--- config.mk ---
export PLATFORM = sky130hd
export DESIGN_NAME = sio_pad_ctrl_flat
export DESIGN_NICKNAME = d
export VERILOG_FILES = /design/src/rtl/sio_pad_ctrl_if.sv /design/src/rtl/sio_pad_ctrl.sv /design/src/flat_wrapper.sv
export SDC_FILE = /design/constraint.sdc
export NUM_CORES = 1
export LEC_CHECK = 0
export CAP_MARGIN = 20
export CORE_AREA = 2 2 63 65
export CTS_CLUSTER_SIZE = 24
export DETAILED_ROUTE_END_ITERATION = 8
export DIE_AREA = 0 0 65 67
export GPL_TIMING_DRIVEN = 1
export PLACE_DENSITY = 0.61
export SLEW_MARGIN = 5
export SYNTH_ARGS = -nofsm -noshare
export SYNTH_HDL_FRONTEND = slang
export SYNTH_SLANG_ARGS = --single-unit
--- constraint.sdc ---
create_clock -name CLK -period 1.95 [get_ports CLK]
set_clock_uncertainty 0.1 [all_clocks]
set_input_delay 0.2925 -clock CLK [delete_from_list [all_inputs] [get_ports CLK]]
set_output_delay 0.2925 -clock CLK [all_outputs]
set_load 0.01 [all_outputs]
--- src/rtl/sio_pad_ctrl_if.sv ---
// Configuration handshake bundle between the core and sio_pad_ctrl.
// The master offers a complete pad configuration with CFG_VALID. The slave
// accepts it with CFG_READY in the same cycle.
//   CFG_VALID / CFG_READY : offer / accept handshake
//   CFG_DM[2:0]           : drive mode
//   CFG_INP_DIS, CFG_SLOW, CFG_VTRIP_SEL, CFG_VREG_EN, CFG_IBUF_SEL,
//   CFG_HLD_OVR           : single-bit pad configuration fields
interface sio_pad_ctrl_if;
    logic       CFG_VALID;
    logic       CFG_READY;
    logic [2:0] CFG_DM;
    logic       CFG_INP_DIS;
    logic       CFG_SLOW;
    logic       CFG_VTRIP_SEL;
    logic       CFG_VREG_EN;
    logic       CFG_IBUF_SEL;
    logic       CFG_HLD_OVR;

    modport master (
        output CFG_VALID, CFG_DM, CFG_INP_DIS, CFG_SLOW, CFG_VTRIP_SEL,
               CFG_VREG_EN, CFG_IBUF_SEL, CFG_HLD_OVR,
        input  CFG_READY
    );

    modport slave (
        input  CFG_VALID, CFG_DM, CFG_INP_DIS, CFG_SLOW, CFG_VTRIP_SEL,
               CFG_VREG_EN, CFG_IBUF_SEL, CFG_HLD_OVR,
        output CFG_READY
    );
endinterface

--- src/rtl/sio_pad_ctrl.sv ---
// Core-side controller for one sky130 SIO pad.
// It sequences ENABLE_H and HLD_H_N so that the latched pad controls are
// stable before the pad latches open. It also handles hold entry and exit,
// with an optional output override, and it synchronizes the pad IN signal
// and produces edge pulses.
//   CLK, RESET         : clock, synchronous active-high reset
//   PWR_UP, HOLD_REQ   : level requests for power/enable and hold
//   cfg (slave)        : configuration handshake into the shadow register
//   DATA_OUT, DATA_OE  : core output data and output enable
//   ENABLE_H, HLD_H_N, DM, INP_DIS, SLOW, VTRIP_SEL, VREG_EN, IBUF_SEL,
//   HLD_OVR, OE_N, OUT : registered pad control pins
//   IN                 : asynchronous pad input
//   DATA_IN, RISE, FALL: synchronized input and one-cycle edge pulses
//   STATE              : current FSM state
module sio_pad_ctrl #(
    parameter int SETUP_CYC   = 4,
    parameter int HOLD_CYC    = 4,
    parameter int SYNC_STAGES = 2
) (
    input  logic                CLK,
    input  logic                RESET,
    input  logic                PWR_UP,
    input  logic                HOLD_REQ,
    sio_pad_ctrl_if.slave       cfg,
    input  logic                DATA_OUT,
    input  logic                DATA_OE,
    output logic                ENABLE_H,
    output logic                HLD_H_N,
    output logic [2:0]          DM,
    output logic                INP_DIS,
    output logic                SLOW,
    output logic                VTRIP_SEL,
    output logic                VREG_EN,
    output logic                IBUF_SEL,
    output logic                HLD_OVR,
    output logic                OE_N,
    output logic                OUT,
    input  logic                IN,
    output logic                DATA_IN,
    output logic                RISE,
    output logic                FALL,
    output logic [2:0]          STATE
);
    localparam int MAX_CYC = (SETUP_CYC > HOLD_CYC) ? SETUP_CYC : HOLD_CYC;
    localparam int CW      = $clog2(MAX_CYC + 1);
    localparam logic [CW-1:0] SETUP_LOAD = CW'(SETUP_CYC - 1);
    localparam logic [CW-1:0] HOLD_LOAD  = CW'(HOLD_CYC - 1);

    typedef enum logic [2:0] {
        ST_OFF        = 3'd0,
        ST_ENABLE     = 3'd1,
        ST_SETUP      = 3'd2,
        ST_ACTIVE     = 3'd3,
        ST_HOLD_ENTER = 3'd4,
        ST_HOLD       = 3'd5,
        ST_HOLD_EXIT  = 3'd6
    } state_t;

    typedef struct packed {
        logic [2:0] dm;
        logic       inp_dis;
        logic       slow;
        logic       vtrip_sel;
        logic       vreg_en;
        logic       ibuf_sel;
        logic       hld_ovr;
    } cfg_t;

    typedef struct packed {
        logic enable_h;
        logic hld_h_n;
        cfg_t c;
        logic oe_n;
        logic out;
    } pins_t;

    localparam cfg_t CFG_RST = '{dm: 3'b000, inp_dis: 1'b1, slow: 1'b0,
                                 vtrip_sel: 1'b0, vreg_en: 1'b0,
                                 ibuf_sel: 1'b0, hld_ovr: 1'b0};
    localparam pins_t PINS_RST = '{enable_h: 1'b0, hld_h_n: 1'b0, c: CFG_RST,
                                   oe_n: 1'b1, out: 1'b0};

    state_t                 state_q, state_d;
    logic [CW-1:0]          cnt_q, cnt_d;
    cfg_t                   shadow_q, shadow_d;
    pins_t                  pins_q, pins_d;
    logic [SYNC_STAGES-1:0] sync_q, sync_d;
    logic                   prev_q, prev_d;
    logic                   rise_q, rise_d;
    logic                   fall_q, fall_d;
    logic                   cfg_ready;
    logic                   qual;
    logic                   last;

    assign cfg_ready     = (state_q == ST_ACTIVE) && PWR_UP && !HOLD_REQ;
    assign cfg.CFG_READY = cfg_ready;

    always_comb begin
        state_d  = state_q;
        cnt_d    = cnt_q;
        shadow_d = shadow_q;

        if (cfg.CFG_VALID && cfg_ready) begin
            shadow_d = '{dm: cfg.CFG_DM, inp_dis: cfg.CFG_INP_DIS,
                         slow: cfg.CFG_SLOW, vtrip_sel: cfg.CFG_VTRIP_SEL,
                         vreg_en: cfg.CFG_VREG_EN, ibuf_sel: cfg.CFG_IBUF_SEL,
                         hld_ovr: cfg.CFG_HLD_OVR};
        end

        // Power loss overrides every state. The shadow register is kept.
        if (!PWR_UP) begin
            state_d = ST_OFF;
            cnt_d   = '0;
        end else begin
            case (state_q)
                ST_OFF:    state_d = ST_ENABLE;
                ST_ENABLE: begin
                    state_d = ST_SETUP;
                    cnt_d   = SETUP_LOAD;
                end
                ST_SETUP, ST_HOLD_EXIT: begin
                    if (cnt_q == '0) state_d = ST_ACTIVE;
                    else             cnt_d   = cnt_q - CW'(1);
                end
                ST_ACTIVE: begin
                    if (HOLD_REQ) begin
                        state_d = ST_HOLD_ENTER;
                        cnt_d   = HOLD_LOAD;
                    end
                end
                ST_HOLD_ENTER: begin
                    if (cnt_q == '0) state_d = ST_HOLD;
                    else             cnt_d   = cnt_q - CW'(1);
                end
                ST_HOLD: begin
                    if (!HOLD_REQ) begin
                        state_d = ST_HOLD_EXIT;
                        cnt_d   = SETUP_LOAD;
                    end
                end
                default: state_d = ST_OFF;
            endcase
        end

        // The pins are a function of the state being entered. This makes
        // HLD_H_N change on the same edge as the state transition.
        pins_d = PINS_RST;
        case (state_d)
            ST_ENABLE: pins_d.enable_h = 1'b1;
            ST_SETUP: begin
                pins_d.enable_h = 1'b1;
                pins_d.c        = shadow_d;
            end
            ST_ACTIVE: begin
                pins_d.enable_h = 1'b1;
                pins_d.hld_h_n  = 1'b1;
                pins_d.c        = shadow_d;
                pins_d.oe_n     = ~DATA_OE;
                pins_d.out      = DATA_OUT;
            end
            ST_HOLD_ENTER: pins_d = pins_q;
            ST_HOLD: begin
                pins_d         = pins_q;
                pins_d.hld_h_n = 1'b0;
                if (shadow_q.hld_ovr) begin
                    pins_d.oe_n = ~DATA_OE;
                    pins_d.out  = DATA_OUT;
                end
            end
            ST_HOLD_EXIT: begin
                pins_d.enable_h = 1'b1;
                pins_d.c        = shadow_d;
                pins_d.oe_n     = ~DATA_OE;
                pins_d.out      = DATA_OUT;
            end
            default: pins_d = PINS_RST;
        endcase

        // The input path runs only when the pad buffer is enabled. While
        // disqualified, the chain and prev are cleared, so qualification
        // starts from a known 0 and no spurious edge pulse is produced.
        qual   = ((state_q == ST_ACTIVE) || (state_q == ST_HOLD)) &&
                 !shadow_q.inp_dis && (shadow_q.dm != 3'b000);
        last   = sync_q[SYNC_STAGES-1];
        sync_d = qual ? {sync_q[SYNC_STAGES-2:0], IN} : '0;
        prev_d = qual && last;
        rise_d = qual && last && !prev_q;
        fall_d = qual && !last && prev_q;
    end

    always_ff @(posedge CLK) begin
        if (RESET) begin
            state_q  <= ST_OFF;
            cnt_q    <= '0;
            shadow_q <= CFG_RST;
            pins_q   <= PINS_RST;
            sync_q   <= '0;
            prev_q   <= 1'b0;
            rise_q   <= 1'b0;
            fall_q   <= 1'b0;
        end else begin
            state_q  <= state_d;
            cnt_q    <= cnt_d;
            shadow_q <= shadow_d;
            pins_q   <= pins_d;
            sync_q   <= sync_d;
            prev_q   <= prev_d;
            rise_q   <= rise_d;
            fall_q   <= fall_d;
        end
    end

    assign ENABLE_H  = pins_q.enable_h;
    assign HLD_H_N   = pins_q.hld_h_n;
    assign DM        = pins_q.c.dm;
    assign INP_DIS   = pins_q.c.inp_dis;
    assign SLOW      = pins_q.c.slow;
    assign VTRIP_SEL = pins_q.c.vtrip_sel;
    assign VREG_EN   = pins_q.c.vreg_en;
    assign IBUF_SEL  = pins_q.c.ibuf_sel;
    assign HLD_OVR   = pins_q.c.hld_ovr;
    assign OE_N      = pins_q.oe_n;
    assign OUT       = pins_q.out;
    assign DATA_IN   = sync_q[SYNC_STAGES-1];
    assign RISE      = rise_q;
    assign FALL      = fall_q;
    assign STATE     = state_q;
endmodule

--- src/flat_wrapper.sv ---
// flat-port wrapper written by rule: the top's interface ports become plain ports
module sio_pad_ctrl_flat 
#(
    parameter int SETUP_CYC   = 4,
    parameter int HOLD_CYC    = 4,
    parameter int SYNC_STAGES = 2
)
  (CLK, RESET, PWR_UP, HOLD_REQ, DATA_OUT, DATA_OE, ENABLE_H, HLD_H_N, DM, INP_DIS, SLOW, VTRIP_SEL, VREG_EN, IBUF_SEL, HLD_OVR, OE_N, OUT, IN, DATA_IN, RISE, FALL, STATE, cfg_CFG_VALID, cfg_CFG_DM, cfg_CFG_INP_DIS, cfg_CFG_SLOW, cfg_CFG_VTRIP_SEL, cfg_CFG_VREG_EN, cfg_CFG_IBUF_SEL, cfg_CFG_HLD_OVR, cfg_CFG_READY);
  sio_pad_ctrl_if cfg_i ();
  input  logic CLK;
  input  logic RESET;
  input  logic PWR_UP;
  input  logic HOLD_REQ;
  input  logic DATA_OUT;
  input  logic DATA_OE;
  output logic ENABLE_H;
  output logic HLD_H_N;
  output logic [2:0] DM;
  output logic INP_DIS;
  output logic SLOW;
  output logic VTRIP_SEL;
  output logic VREG_EN;
  output logic IBUF_SEL;
  output logic HLD_OVR;
  output logic OE_N;
  output logic OUT;
  input  logic IN;
  output logic DATA_IN;
  output logic RISE;
  output logic FALL;
  output logic [2:0] STATE;
  input wire logic [$bits(cfg_i.CFG_VALID)-1:0] cfg_CFG_VALID;
  input wire logic [$bits(cfg_i.CFG_DM)-1:0] cfg_CFG_DM;
  input wire logic [$bits(cfg_i.CFG_INP_DIS)-1:0] cfg_CFG_INP_DIS;
  input wire logic [$bits(cfg_i.CFG_SLOW)-1:0] cfg_CFG_SLOW;
  input wire logic [$bits(cfg_i.CFG_VTRIP_SEL)-1:0] cfg_CFG_VTRIP_SEL;
  input wire logic [$bits(cfg_i.CFG_VREG_EN)-1:0] cfg_CFG_VREG_EN;
  input wire logic [$bits(cfg_i.CFG_IBUF_SEL)-1:0] cfg_CFG_IBUF_SEL;
  input wire logic [$bits(cfg_i.CFG_HLD_OVR)-1:0] cfg_CFG_HLD_OVR;
  output wire logic [$bits(cfg_i.CFG_READY)-1:0] cfg_CFG_READY;
  assign cfg_i.CFG_VALID = cfg_CFG_VALID;
  assign cfg_i.CFG_DM = cfg_CFG_DM;
  assign cfg_i.CFG_INP_DIS = cfg_CFG_INP_DIS;
  assign cfg_i.CFG_SLOW = cfg_CFG_SLOW;
  assign cfg_i.CFG_VTRIP_SEL = cfg_CFG_VTRIP_SEL;
  assign cfg_i.CFG_VREG_EN = cfg_CFG_VREG_EN;
  assign cfg_i.CFG_IBUF_SEL = cfg_CFG_IBUF_SEL;
  assign cfg_i.CFG_HLD_OVR = cfg_CFG_HLD_OVR;
  assign cfg_CFG_READY = cfg_i.CFG_READY;
  sio_pad_ctrl #(.SETUP_CYC(SETUP_CYC), .HOLD_CYC(HOLD_CYC), .SYNC_STAGES(SYNC_STAGES)) u_core (.CLK(CLK), .RESET(RESET), .PWR_UP(PWR_UP), .HOLD_REQ(HOLD_REQ), .cfg(cfg_i), .DATA_OUT(DATA_OUT), .DATA_OE(DATA_OE), .ENABLE_H(ENABLE_H), .HLD_H_N(HLD_H_N), .DM(DM), .INP_DIS(INP_DIS), .SLOW(SLOW), .VTRIP_SEL(VTRIP_SEL), .VREG_EN(VREG_EN), .IBUF_SEL(IBUF_SEL), .HLD_OVR(HLD_OVR), .OE_N(OE_N), .OUT(OUT), .IN(IN), .DATA_IN(DATA_IN), .RISE(RISE), .FALL(FALL), .STATE(STATE));
endmodule
==> impl_metrics.toml, run 1 <==
# yosys + openroad results
[synthesis]
ys_top_cells_by_area = "dfxtp_1 (48%), mux2i_1 (8.1%), nor2_1 (5.5%)"
top_cells_by_count = "dfxtp_1 (33), nor2_1 (20), mux2i_1 (11)"
ys_ff = 33
ys_chip_area_um2 = 1370
top_area_cell = "dfxtp_1"
avgSynthCellArea_um2 = 9.83
ys_sh_adder = 0.0183
fp_nets = 158

[global_routing]
antenna_found_initial = 0
grt_pass1_wl_um = 5180
grt_pass1_vias = 1181

[hold_path]
worstHoldPathCells = 1
hold_end = "u_core.sync_q[1]$_SDFF_PP0_"

[power_and_ir_drop]
ir_drop_mv = 0.472
power_density_nw_per_um2 = 649
comb_cell_power_w = 0.000106
power.total_w = 0.00125
p_comb_frac = 0.085

[drt]
wl_met3_um = 137
drtIter0Drc = 86
first_pass_iters = 4
drt-total-wl_um = 3090
wl_met2_um = 1550

[sta]
worst_slack_ps = 162
setup_viol = 0
drv_slew = 0
hold_viol = 0
rsz0062_at_grt = "no"

[critical_path]
cp.buffers_inverters = 1
r2r-end = "u_core.OE_N$_SDFFE_PP1P_"
crit_arrival_ps = 1840
required_ps = 2000
endpoint = "u_core.OE_N$_SDFFE_PP1P_"
startpoint_type = "flop"

[run]
max-cap-violations = 0

[final_layout]
flops = 33
drive_above_1_share = 0.167
clock_tree_area_fraction = 0.0383
nonClkBufAreaFrac = 0.245
comb_share = 0.326

[cts]
ctsResizeCount = 5

[floorplan]
row_count = 22
ioPinCount = 37

[run_status]
status = "completed"
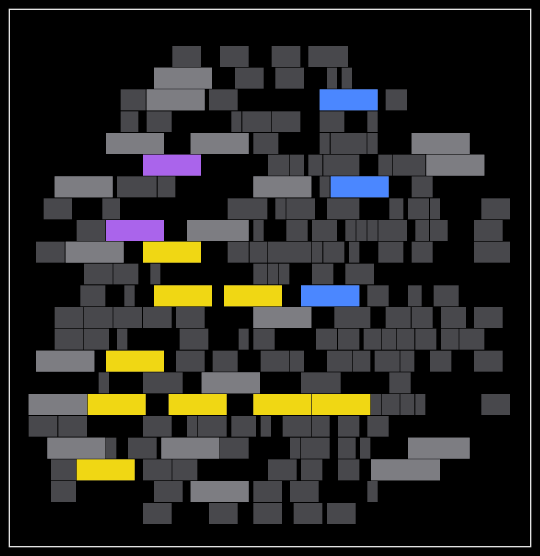
**Above:** run 1 (sequential cells grouped by signal name).
Drawn at 8 px/um. Other sequential cells in the stronger gray, the rest of the logic in the fainter gray.
| color | name in the netlist | placed flops |
|---|---|---|
| blue | u_core.cnt_q | 3 |
| yellow | u_core.shadow_q | 9 |
| purple | u_core.sync_q | 2 |
not colored: 19
P_seq: 0.000686 W
register area: 667 um^2
final core utilization: 0.535
Seq area share: 0.346

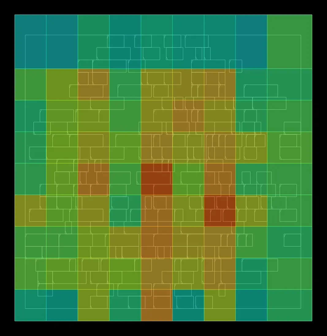
**Above:** run 1 (routing congestion map).
GR Util All Layers: 0.160
grt peak-use layer: met2
routing usage on met3: 0.0574
routing usage on met1: 0.180
GR Util met2: 0.273

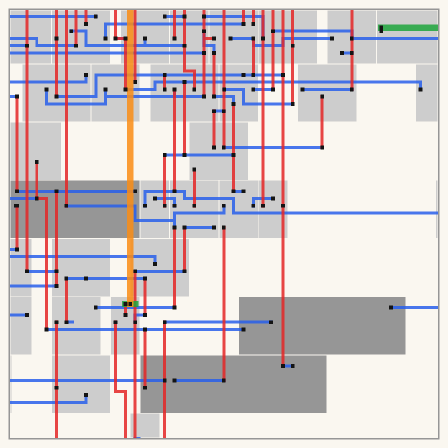
**Above:** run 1 (zoomed window).
Region (39, 7) to (59, 27) um. Cells in gray, sequential cells in the stronger gray; small squares are vias.
| color | layer |
|---|---|
| red | M2 |
| blue | M1 |
| orange | M4 |
| green | M3 |
sequential cells in the window: 3
most frequent: buf_4 (6)
cells with their middle in the window: 26
netlist names of flops here include: u_core.STATE (2), u_core.shadow_q (1)

**Run 1: metal layers overlaid**

Drawn at 6 px/um.
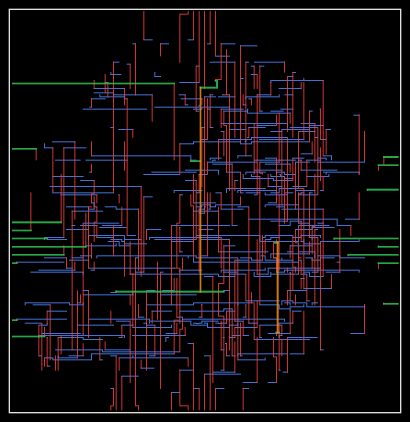

==> run 2: changes to the inputs <==
Settings changed: SKIP_CTS_REPAIR_TIMING from default to 1.
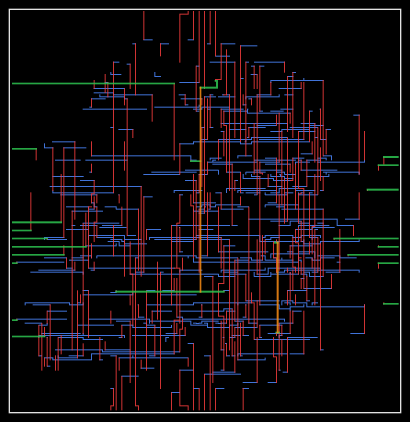
**Above:** run 2 (metal layers overlaid).
Drawn at 6 px/um.
| color | layer | wire length |
|---|---|---|
| orange | M4 | 49.0 um |
| red | M2 | 1550 um |
| blue | M1 | 1350 um |
| green | M3 | 137 um |
Vias: 1155
final WL: 3090 um

==> run 2 against run 1 <==
Area after synthesis stayed put. Register-to-register slack hardly changed. Sequential share of layout area is 0.090 points lower. Worst setup slack stayed put. Critical path type unchanged. Critical endpoint unchanged. Largest cell class unchanged. Largest power group unchanged.
==> impl_metrics.toml, run 2 <==
# yosys + openroad results
[run_status]
status = "completed"

[synthesis]
top_area_cell = "dfxtp_1"
top_cells_by_count = "dfxtp_1 (33), nor2_1 (20), mux2i_1 (11)"
fp_nets = 158
ys_ff = 33

[sta]
rsz0062_at_grt = "no"
setup_viol = 0
hold_viol = 0

[hold_path]
worstHoldPathCells = 1
hold_end = "u_core.sync_q[1]$_SDFF_PP0_"

[global_routing]
grt_use_met3 = 0.0574
grt_pass1_wl_um = 5180
antenna_found_initial = 0

[floorplan]
ioPinCount = 37

[run]
max-cap-violations = 0

[critical_path]
cp.buffers_inverters = 1
r2r-end = "u_core.OE_N$_SDFFE_PP1P_"
endpoint = "u_core.OE_N$_SDFFE_PP1P_"
crit_arrival_ps = 1840
startpoint_type = "flop"

[power_and_ir_drop]
p_comb_frac = 0.086
ir_drop_mv = 0.472
comb_cell_power_w = 0.000108
power_density_nw_per_um2 = 648

[drt]
wl_met3_um = 137
**Run 2: sequential cells grouped by signal name**

Drawn at 8 px/um. Other sequential cells in the stronger gray, the rest of the logic in the fainter gray.
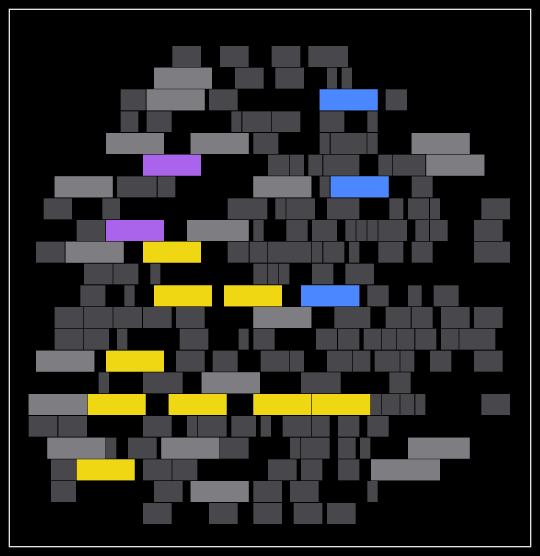

==> run 3: changes to the inputs <==
Clock period 1.95 ns to 2.2 ns, I/O delays scaled along.
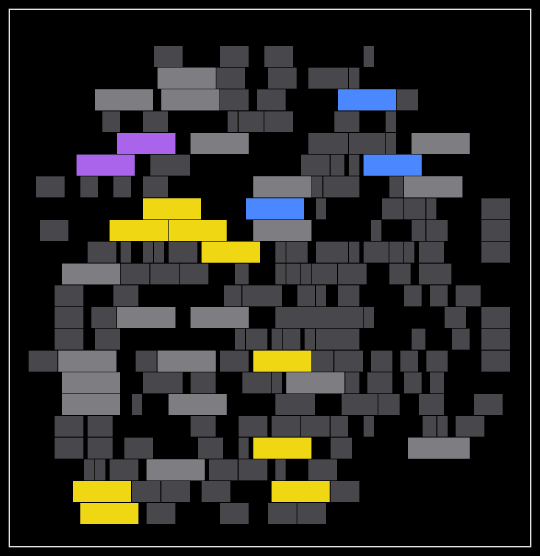
**Above:** run 3 (sequential cells grouped by signal name).
Drawn at 8 px/um. Other sequential cells in the stronger gray, the rest of the logic in the fainter gray.
register area: 662 um^2
P_seq: 0.000610 W
Seq area share: 0.344
final core utilization: 0.533

==> run 3 against run 2 <==
Cell area decreased by 0.65%. First-iteration DRC count decreased by 26%. Total power increased by 1.8%. Cell count decreased by 1.7%. Sequential power decreased by 11%. Critical path type is now in -> out. Critical endpoint is now cfg_CFG_READY.
==> impl_metrics.toml, run 3 <==
# yosys + openroad results
[run_status]
status = "completed"

[drt]
drt-total-wl_um = 3020
vias = 1143
wl_met2_um = 1460
wl_met3_um = 122
drtIter0Drc = 68

[power_and_ir_drop]
comb_cell_power_w = 0.0000896
ir_drop_mv = 0.394
power_density_nw_per_um2 = 664
power.total_w = 0.00128

[global_routing]
grt_use_met3 = 0.0490
antenna_found_initial = 0
grt.busiest_layer = "met2"
grt_pass1_vias = 1163
grtUsageMet2 = 0.273
grt_util_met1 = 0.178
grt_usage = 0.157

[synthesis]
ys_ff = 33
ys_top_cells_by_area = "dfxtp_1 (48%), mux2i_1 (8.1%), nor2_1 (5.5%)"
fp_nets = 158
top_area_cell = "dfxtp_1"
avgSynthCellArea_um2 = 9.83
top_cells_by_count = "dfxtp_1 (33), nor2_1 (20), mux2i_1 (11)"
synth_warnings = 0

[sta]
drv_slew = 0
rsz0062_at_grt = "no"
setup_viol = 0
hold_viol = 0

[critical_path]
cp.buffers_inverters = 2
startpoint_type = "input pin"
endpoint = "cfg_CFG_READY"
r2r-end = "u_core.OE_N$_SDFFE_PP1P_"
crit_arrival_ps = 1620
required_ps = 1770

[floorplan]
ioPinCount = 37

[final_layout]
flops = 33
drive_above_1_share = 0.132
lay_top_count = "clkdlybuf4s50_1"
nonClkBufAreaFrac = 0.223
clock_tree_area_fraction = 0.0605

[run]
max-cap-violations = 0

[hold_path]
worstHoldPathCells = 1
hold_end = "u_core.sync_q[1]$_SDFF_PP0_"
Power is estimated from default activity; no workload was simulated.
